==> config.mk <==
export PLATFORM = sky130hd
export DESIGN_NAME = lsu_mem_port_flat
export DESIGN_NICKNAME = d
export VERILOG_FILES = /design/src/rtl/lsu_mem_port_if.sv /design/src/rtl/lsu_mem_port.sv /design/src/flat_wrapper.sv
export SDC_FILE = /design/constraint.sdc
export NUM_CORES = 1
export LEC_CHECK = 0
export CORE_MARGIN = 2
export CORE_UTILIZATION = 30
export CTS_BUF_LIST = sky130_fd_sc_hd__clkbuf_2
export DETAILED_ROUTE_END_ITERATION = 10
export SLEW_MARGIN = 10
export SYNTH_ARGS = -nofsm -noshare
export SYNTH_HDL_FRONTEND = slang
export SYNTH_SLANG_ARGS = --single-unit
==> constraint.sdc <==
create_clock -name clk -period 7.6 [get_ports clk]
set_input_delay 1.14 -clock clk [delete_from_list [all_inputs] [get_ports clk]]
set_output_delay 1.14 -clock clk [all_outputs]
set_load 0.05 [all_outputs]
==> src/rtl/lsu_mem_port_if.sv <==
// Request/response and data-memory bus bundle for lsu_mem_port.
// Ports (signals):
//   req_valid/req_ready/req_write/req_funct3/req_addr/req_wdata : execute-stage request
//   resp_valid/resp_err/resp_rdata                              : completion response
//   mem_addr/mem_write/mem_write_data/mem_data/mem_valid        : word-addressed memory port
// Modports: slave = the load/store unit, master = the execute stage plus memory side.
interface lsu_mem_port_if;
  logic        req_valid;
  logic        req_ready;
  logic        req_write;
  logic [2:0]  req_funct3;
  logic [31:0] req_addr;
  logic [31:0] req_wdata;
  logic        resp_valid;
  logic        resp_err;
  logic [31:0] resp_rdata;
  logic [31:0] mem_addr;
  logic        mem_write;
  logic [31:0] mem_write_data;
  logic [31:0] mem_data;
  logic        mem_valid;

  modport slave (
    input  req_valid, req_write, req_funct3, req_addr, req_wdata, mem_data, mem_valid,
    output req_ready, resp_valid, resp_err, resp_rdata, mem_addr, mem_write, mem_write_data
  );

  modport master (
    output req_valid, req_write, req_funct3, req_addr, req_wdata, mem_data, mem_valid,
    input  req_ready, resp_valid, resp_err, resp_rdata, mem_addr, mem_write, mem_write_data
  );
endinterface

==> src/rtl/lsu_mem_port.sv <==
// Load/store unit: one request at a time, word-aligned memory accesses,
// read-modify-write for SB/SH, sign/zero extension for loads, and a bounded
// wait on mem_valid.
// Ports:
//   clk   : rising-edge clock
//   rst_n : asynchronous active-low reset
//   bus   : lsu_mem_port_if.slave (request, response and memory signals)
module lsu_mem_port #(
  parameter int unsigned WAIT_MAX = 16
) (
  input  logic          clk,
  input  logic          rst_n,
  lsu_mem_port_if.slave bus
);

  localparam int unsigned CNT_W = $clog2(WAIT_MAX + 1);

  typedef enum logic [1:0] {IDLE, RD, WR, RESP} state_t;

  state_t           state_q, state_d;
  logic [CNT_W-1:0] cnt_q, cnt_d;
  logic             write_q, write_d;
  logic [2:0]       f3_q, f3_d;
  logic [31:0]      addr_q, addr_d;
  logic [15:0]      wdata_q, wdata_d;
  logic [31:0]      rdata_q, rdata_d;
  logic             err_q, err_d;

  logic             req_ready_q, req_ready_d;
  logic             resp_valid_q, resp_valid_d;
  logic             resp_err_q, resp_err_d;
  logic [31:0]      resp_rdata_q, resp_rdata_d;
  logic [31:0]      mem_addr_q, mem_addr_d;
  logic             mem_write_q, mem_write_d;
  logic [31:0]      mem_wdata_q, mem_wdata_d;

  logic             illegal_c, misalign_c;

  // Lane extraction and extension of a captured word for a load.
  function automatic logic [31:0] load_ext(input logic [2:0] f3, input logic [1:0] off,
                                           input logic [31:0] w);
    logic [7:0]  b;
    logic [15:0] h;
    case (off)
      2'd0:    b = w[7:0];
      2'd1:    b = w[15:8];
      2'd2:    b = w[23:16];
      default: b = w[31:24];
    endcase
    h = off[1] ? w[31:16] : w[15:0];
    case (f3)
      3'd0:    load_ext = {{24{b[7]}}, b};
      3'd1:    load_ext = {{16{h[15]}}, h};
      3'd4:    load_ext = {24'd0, b};
      3'd5:    load_ext = {16'd0, h};
      default: load_ext = w;
    endcase
  endfunction

  // Replace the addressed byte (SB) or half (SH) of the read word.
  function automatic logic [31:0] store_merge(input logic f3_half, input logic [1:0] off,
                                              input logic [31:0] w, input logic [15:0] d);
    logic [31:0] m;
    m = w;
    if (f3_half) begin
      if (off[1]) m[31:16] = d;
      else        m[15:0]  = d;
    end else begin
      case (off)
        2'd0:    m[7:0]   = d[7:0];
        2'd1:    m[15:8]  = d[7:0];
        2'd2:    m[23:16] = d[7:0];
        default: m[31:24] = d[7:0];
      endcase
    end
    store_merge = m;
  endfunction

  // Request legality, evaluated on the incoming request.
  always_comb begin
    if (bus.req_write) illegal_c = (bus.req_funct3 >= 3'd3);
    else               illegal_c = (bus.req_funct3 == 3'd3) || (bus.req_funct3 == 3'd6) ||
                                   (bus.req_funct3 == 3'd7);
    misalign_c = ((bus.req_funct3[1:0] == 2'd1) && bus.req_addr[0]) ||
                 ((bus.req_funct3 == 3'd2) && (bus.req_addr[1:0] != 2'd0));
  end

  // Next state and next values of all registered outputs.
  always_comb begin
    state_d      = state_q;
    cnt_d        = cnt_q;
    write_d      = write_q;
    f3_d         = f3_q;
    addr_d       = addr_q;
    wdata_d      = wdata_q;
    rdata_d      = rdata_q;
    err_d        = err_q;
    resp_valid_d = 1'b0;
    resp_err_d   = 1'b0;
    resp_rdata_d = 32'd0;
    mem_addr_d   = mem_addr_q;
    mem_wdata_d  = mem_wdata_q;

    case (state_q)
      IDLE: begin
        if (bus.req_valid) begin
          write_d = bus.req_write;
          f3_d    = bus.req_funct3;
          addr_d  = bus.req_addr;
          wdata_d = bus.req_wdata[15:0];
          err_d   = illegal_c || misalign_c;
          cnt_d   = '0;
          if (illegal_c || misalign_c) begin
            state_d = RESP;
          end else if (bus.req_write && (bus.req_funct3 == 3'd2)) begin
            state_d     = WR;
            mem_wdata_d = bus.req_wdata;
          end else begin
            state_d = RD;
          end
        end
      end
      RD: begin
        if (bus.mem_valid) begin
          rdata_d = bus.mem_data;
          if (write_q) begin
            state_d     = WR;
            cnt_d       = '0;
            mem_wdata_d = store_merge(f3_q[0], addr_q[1:0], bus.mem_data, wdata_q);
          end else begin
            state_d = RESP;
          end
        end else if (cnt_q == CNT_W'(WAIT_MAX - 1)) begin
          err_d   = 1'b1;
          state_d = RESP;
        end else begin
          cnt_d = cnt_q + CNT_W'(1);
        end
      end
      WR: begin
        if (bus.mem_valid) begin
          state_d = RESP;
        end else if (cnt_q == CNT_W'(WAIT_MAX - 1)) begin
          err_d   = 1'b1;
          state_d = RESP;
        end else begin
          cnt_d = cnt_q + CNT_W'(1);
        end
      end
      RESP: begin
        resp_valid_d = 1'b1;
        resp_err_d   = err_q;
        resp_rdata_d = (err_q || write_q) ? 32'd0 : load_ext(f3_q, addr_q[1:0], rdata_q);
        state_d      = IDLE;
      end
      default: state_d = IDLE;
    endcase

    // Outputs that depend only on where the FSM is heading.
    req_ready_d = (state_d == IDLE);
    mem_write_d = (state_d == WR);
    if ((state_d == RD) || (state_d == WR)) mem_addr_d = {2'b00, addr_d[31:2]};
  end

  // State, datapath and output registers.
  always_ff @(posedge clk or negedge rst_n) begin
    if (!rst_n) begin
      state_q      <= IDLE;
      cnt_q        <= '0;
      write_q      <= 1'b0;
      f3_q         <= 3'd0;
      addr_q       <= 32'd0;
      wdata_q      <= 16'd0;
      rdata_q      <= 32'd0;
      err_q        <= 1'b0;
      req_ready_q  <= 1'b1;
      resp_valid_q <= 1'b0;
      resp_err_q   <= 1'b0;
      resp_rdata_q <= 32'd0;
      mem_addr_q   <= 32'd0;
      mem_write_q  <= 1'b0;
      mem_wdata_q  <= 32'd0;
    end else begin
      state_q      <= state_d;
      cnt_q        <= cnt_d;
      write_q      <= write_d;
      f3_q         <= f3_d;
      addr_q       <= addr_d;
      wdata_q      <= wdata_d;
      rdata_q      <= rdata_d;
      err_q        <= err_d;
      req_ready_q  <= req_ready_d;
      resp_valid_q <= resp_valid_d;
      resp_err_q   <= resp_err_d;
      resp_rdata_q <= resp_rdata_d;
      mem_addr_q   <= mem_addr_d;
      mem_write_q  <= mem_write_d;
      mem_wdata_q  <= mem_wdata_d;
    end
  end

  assign bus.req_ready      = req_ready_q;
  assign bus.resp_valid     = resp_valid_q;
  assign bus.resp_err       = resp_err_q;
  assign bus.resp_rdata     = resp_rdata_q;
  assign bus.mem_addr       = mem_addr_q;
  assign bus.mem_write      = mem_write_q;
  assign bus.mem_write_data = mem_wdata_q;

endmodule

==> src/flat_wrapper.sv <==
// flat-port wrapper written by rule: the top's interface ports become plain ports
module lsu_mem_port_flat 
#(
  parameter int unsigned WAIT_MAX = 16
)
  (clk, rst_n, bus_req_valid, bus_req_write, bus_req_funct3, bus_req_addr, bus_req_wdata, bus_mem_data, bus_mem_valid, bus_req_ready, bus_resp_valid, bus_resp_err, bus_resp_rdata, bus_mem_addr, bus_mem_write, bus_mem_write_data);
  lsu_mem_port_if bus_i ();
  input  logic clk;
  input  logic rst_n;
  input wire logic [$bits(bus_i.req_valid)-1:0] bus_req_valid;
  input wire logic [$bits(bus_i.req_write)-1:0] bus_req_write;
  input wire logic [$bits(bus_i.req_funct3)-1:0] bus_req_funct3;
  input wire logic [$bits(bus_i.req_addr)-1:0] bus_req_addr;
  input wire logic [$bits(bus_i.req_wdata)-1:0] bus_req_wdata;
  input wire logic [$bits(bus_i.mem_data)-1:0] bus_mem_data;
  input wire logic [$bits(bus_i.mem_valid)-1:0] bus_mem_valid;
  output wire logic [$bits(bus_i.req_ready)-1:0] bus_req_ready;
  output wire logic [$bits(bus_i.resp_valid)-1:0] bus_resp_valid;
  output wire logic [$bits(bus_i.resp_err)-1:0] bus_resp_err;
  output wire logic [$bits(bus_i.resp_rdata)-1:0] bus_resp_rdata;
  output wire logic [$bits(bus_i.mem_addr)-1:0] bus_mem_addr;
  output wire logic [$bits(bus_i.mem_write)-1:0] bus_mem_write;
  output wire logic [$bits(bus_i.mem_write_data)-1:0] bus_mem_write_data;
  assign bus_i.req_valid = bus_req_valid;
  assign bus_i.req_write = bus_req_write;
  assign bus_i.req_funct3 = bus_req_funct3;
  assign bus_i.req_addr = bus_req_addr;
  assign bus_i.req_wdata = bus_req_wdata;
  assign bus_i.mem_data = bus_mem_data;
  assign bus_i.mem_valid = bus_mem_valid;
  assign bus_req_ready = bus_i.req_ready;
  assign bus_resp_valid = bus_i.resp_valid;
  assign bus_resp_err = bus_i.resp_err;
  assign bus_resp_rdata = bus_i.resp_rdata;
  assign bus_mem_addr = bus_i.mem_addr;
  assign bus_mem_write = bus_i.mem_write;
  assign bus_mem_write_data = bus_i.mem_write_data;
  lsu_mem_port #(.WAIT_MAX(WAIT_MAX)) u_core (.clk(clk), .rst_n(rst_n), .bus(bus_i));
endmodule
==> notes.org <==
#+TITLE: Physical design notes

** Status
- Run status :: finished clean

** Layout
- Counting plain and timing-repair buffers in the layout gives between 200 and 250.
- Relative to the synthesized area, the layout overhead comes to 28.6%.
- Of the total standard cell area in the layout, the multi-input combinational portion is about 33%.
- Comb gate area :: about 3700 µm²
- Number of antenna cells inserted :: 0
- Measured on the final layout, buffering overhead outside the clock network stands at between 10% and 20%.
- Ranked by total area, the top cell class in this layout is sequential cells.
- Nets@finish :: approximately 990
- In the final layout, the share of cells above drive strength 1 is a little over a fifth.
- For this run, combinational gates with multiple inputs come to 435.
- For this run, the number of standard cells in the final layout without fillers is around 1.3k.
- Number of clock buffer instances in the layout :: 18
- Sequential cell area :: around 4800 µm²
- Top cell excl fill/tap :: sky130_fd_sc_hd__clkdlybuf4s50_1
- The finished cells cover approximately 11000 µm².
- In the layout the commonest cells are sky130_fd_sc_hd__clkdlybuf4s50_1, sky130_fd_sc_hd__dfrtp_1, sky130_fd_sc_hd__mux2_2.
- Number of flip-flops and latches :: ~190
- Clock tree cell share of total cell area :: under 10%
- Non-CTS inverters :: 28
- The final layout report lists a filler cell count of between 2k and 3k.

** CTS
- The clock passes through at most 2 buffers.
- Clock-pin slew on the worst setup and hold paths :: around 0.26 ns
- According to the CTS report, the clock sink count is 190.
- Deepest level of the CTS H-tree :: 4
- After clock tree synthesis, the repair step resized 0 gates.
- The clock reaches the later pin of the worst-skew pair after a little under 0.8 ns.
- In this run the clock root is driven by a sky130_fd_sc_hd__clkbuf_2.
- Per the repair_timing log after CTS, setup buffers inserted total 0.
- Clock tree from TritonCTS :: done
- Cts-stage hold buffer count :: 0

** Logic synthesis
- Per the synthesis report, the simple-gate share of the synthesized area is 7.49%.
- Fraction of registers with async set or reset after synthesis :: 100%
- Yosys warning tally :: 0
- Adder Share, Synth :: around 1.3%
- Among all flip-flop cells after synthesis, the most frequent one is sky130_fd_sc_hd__dfrtp_1.
- The synthesized design contains approximately 190 register bits.
- Top cells by area :: sky130_fd_sc_hd__dfrtp_1, sky130_fd_sc_hd__mux2_2, sky130_fd_sc_hd__mux2i_1, sky130_fd_sc_hd__mux2_4, sky130_fd_sc_hd__o221ai_1
- Mapped Avg Cell Area :: 12.7 µm²
- Distinct cell type count of the synthesized netlist :: between 50 and 60
- The cell area that synthesis handed to floorplanning was around 9000 µm².
- Sequential cell area fraction in the yosys report :: a little over half
- Yosys xor share :: 0%
- Chip Area, Yosys :: between 8000 and 9000 µm²
- Gate Count Post-Synth :: about 700
- The cell-mix breakdown from Yosys lists the compound-gate area share as between 8 and 9%.
- Post-synthesis cell type with the largest instance count :: sky130_fd_sc_hd__dfrtp_1
- In the synthesized netlist, the cells that appear most often are sky130_fd_sc_hd__dfrtp_1, sky130_fd_sc_hd__mux2_2, sky130_fd_sc_hd__mux2i_1, sky130_fd_sc_hd__clkbuf_1, sky130_fd_sc_hd__inv_1.
- In the synthesized netlist, the dominant kind of combinational cell is multiplexers.
- Yosys stat counts 698 cells in the synthesized netlist.
- Flip-flops with a built-in enable :: 0
- Of the post-synthesis cell area, the dominant cell type holds a little over half.
- Sorting the Yosys area breakdown by cell type puts at the top sky130_fd_sc_hd__dfrtp_1.
- Mux share :: between 20% and 30%

** Final timing
- Final worst clock skew :: ~0.049 ns
- Post-route period utilization is reported as between 40% and 50%.
- Count of endpoints failing setup in the final report :: 0
- Hold timing on the final database bottoms out at a slack of 0.426 ns.
- Number of pins exceeding their max-slew limit in the final report :: 0
- Post-route setup slack :: about 4.3 ns
- Count of final hold-check violations :: 0
- Sum Neg Setup Slack :: 0 ns
- Derived from the worst setup path, the maximum achievable clock frequency is 304 MHz.
- Counting I/O delays and the setup requirement, the final critical path takes between 3 and 4 ns.
- Measured against its own limit, the worst slew margin works out to between 20% and 30%.
- Setup repair after global routing missed its margin :: false

** Place
- Count of input and output buffers :: ~200
- Placed standard-cell area :: ~11000 µm²
- GP Congestion :: between 0.7 and 0.8
- HPWL reported at the end of detailed placement :: approximately 17000 µm
- Number of instances in the placed design :: between 1k and 1.5k
- At the placement stage, the worst setup path has a slack of about 3.7 ns.

** Critical path
- Reg-to-reg critical path startpoint :: u_core.state_q[1]
- In this run the worst path has a maximum fanout of 1.
- All stages included, the depth of the critical timing path comes to 1.
- The critical path ends at bus_req_ready.
- Among cell families on the critical path, the largest total delay comes from buffers and inverters.
- Worst setup path start :: u_core.bus.req_ready
- Critical path start-end classification :: reg2out
- WP buf/inv :: 1
- Critical Path RT :: 6.46 ns
- The longest incremental delay of any stage on the critical path is reported as approximately 0.83 ns.
- The setup check on the worst reg-to-reg path leaves a slack of between 4 and 5 ns.
- According to the timing report, the arrival time at the worst endpoint equals roughly 2.2 ns.
- STA shows the worst reg2reg path with a cell count of 9.
- STA classifies the critical path startpoint as a flip-flop.
- Endpoint of the lowest-slack register-to-register path :: u_core.bus.mem_addr[24]
- Per the STA report, the cell with the highest stage delay on the worst path is sky130_fd_sc_hd__clkdlybuf4s50_1.
- Per STA, the worst path is made up of clkdlybuf4s50_1.
- The worst setup path is captured at a primary output.

** Floorplan
- Core Region :: roughly 29000 µm²
- Pin placement for this block handled 204 I/O pins.
- According to the floorplan log, the row count is around 62.
- The horizontal die dimension reported for this design is about 180 µm.
- Die Span Y :: 176 µm
- Floorplan core density :: a little under a third
- Tap cell count :: roughly 380

** Drt
- After detailed routing, the wire length on met1 is roughly 11000 µm.
- The detailed router reports a met3 wire length of between 1500 and 2000 µm.
- Total Wirelength :: around 24000 µm
- Via/cell ratio :: about 4.8
- Sum of met2 wire segment lengths after detailed routing :: approximately 11000 µm
- ANT nets after route :: 0
- For this block, the via count after detailed routing is approximately 6.2k.
- After detailed routing, the number of remaining DRC violations is 0.
- Top layer reached by signal wires :: met4
- Once iteration 0 of detailed routing completed, the report listed around 370 DRC markers.
- The first detailed-routing pass ran for 4 iterations.

** Global routing
- Entering global routing, the biggest net connects between 100 and 150 pins.
- The initial antenna violation count is 0.
- Met2 layer usage reported by global route :: between 20% and 30%
- The layer flagged by global routing as most heavily used is met2.
- Global routing consumed, on the met1 layer, 21.2% of the routing resources.
- Global-route wire length before repair :: ~37000 µm
- The via count of the first global-routing pass is 6366.
- Total congestion overflow :: 0

** Power and ir drop
- Total power divided by cell area :: slightly below 500 nW/µm²
- The final power report lists total power as 5.46 mW.
- In this run, power in combinational logic comes to roughly 3.2 mW.
- Registers are responsible for between 30% and 40% of the overall power.
- Peak supply drop :: between 0.0003 and 0.0004 V
- Switching component of the power :: roughly 2.5 mW
- Combinational cells account for approximately three fifths of the total power.
- Per report_power, the Sequential row totals about 1.8 mW.
- In this run, power in the clock network comes to 0.486 mW.
- The clock network accounts for around 9% of the total power.
- Group drawing the most power :: combinational cells
- In the power breakdown, the internal column shows 2.99 mW.

** Run
- Summing over the stages, the warning tally comes to 34.
- The run reported a max-capacitance violation count of 0.

** Worst hold path
- Hold crit path type :: in2async
congestion.png
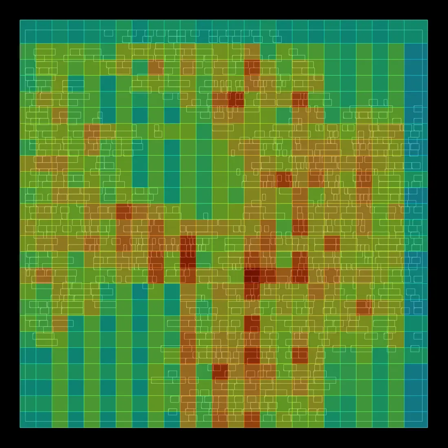
final core utilization: 39.4%
mean routed wirelength per cell: 18.5 µm
All-Layer GR Usage: 15.6%

layer_met3.png
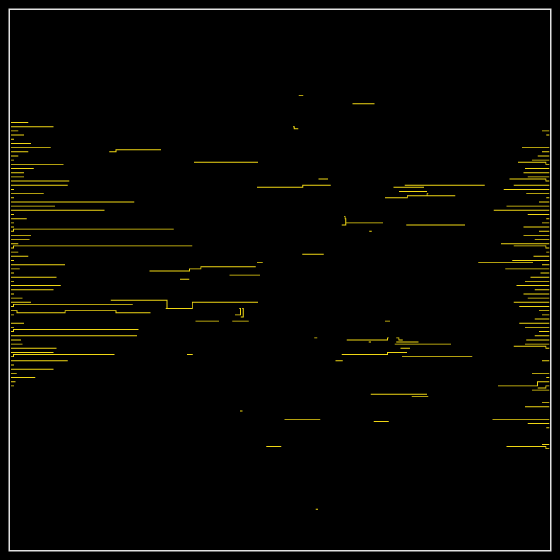
share of all routed wire = 6.9%
longest straight run = 58.0 µm
nets with wire on the layer = 157
main direction = horizontal

Power and IR drop assume default switching activity.
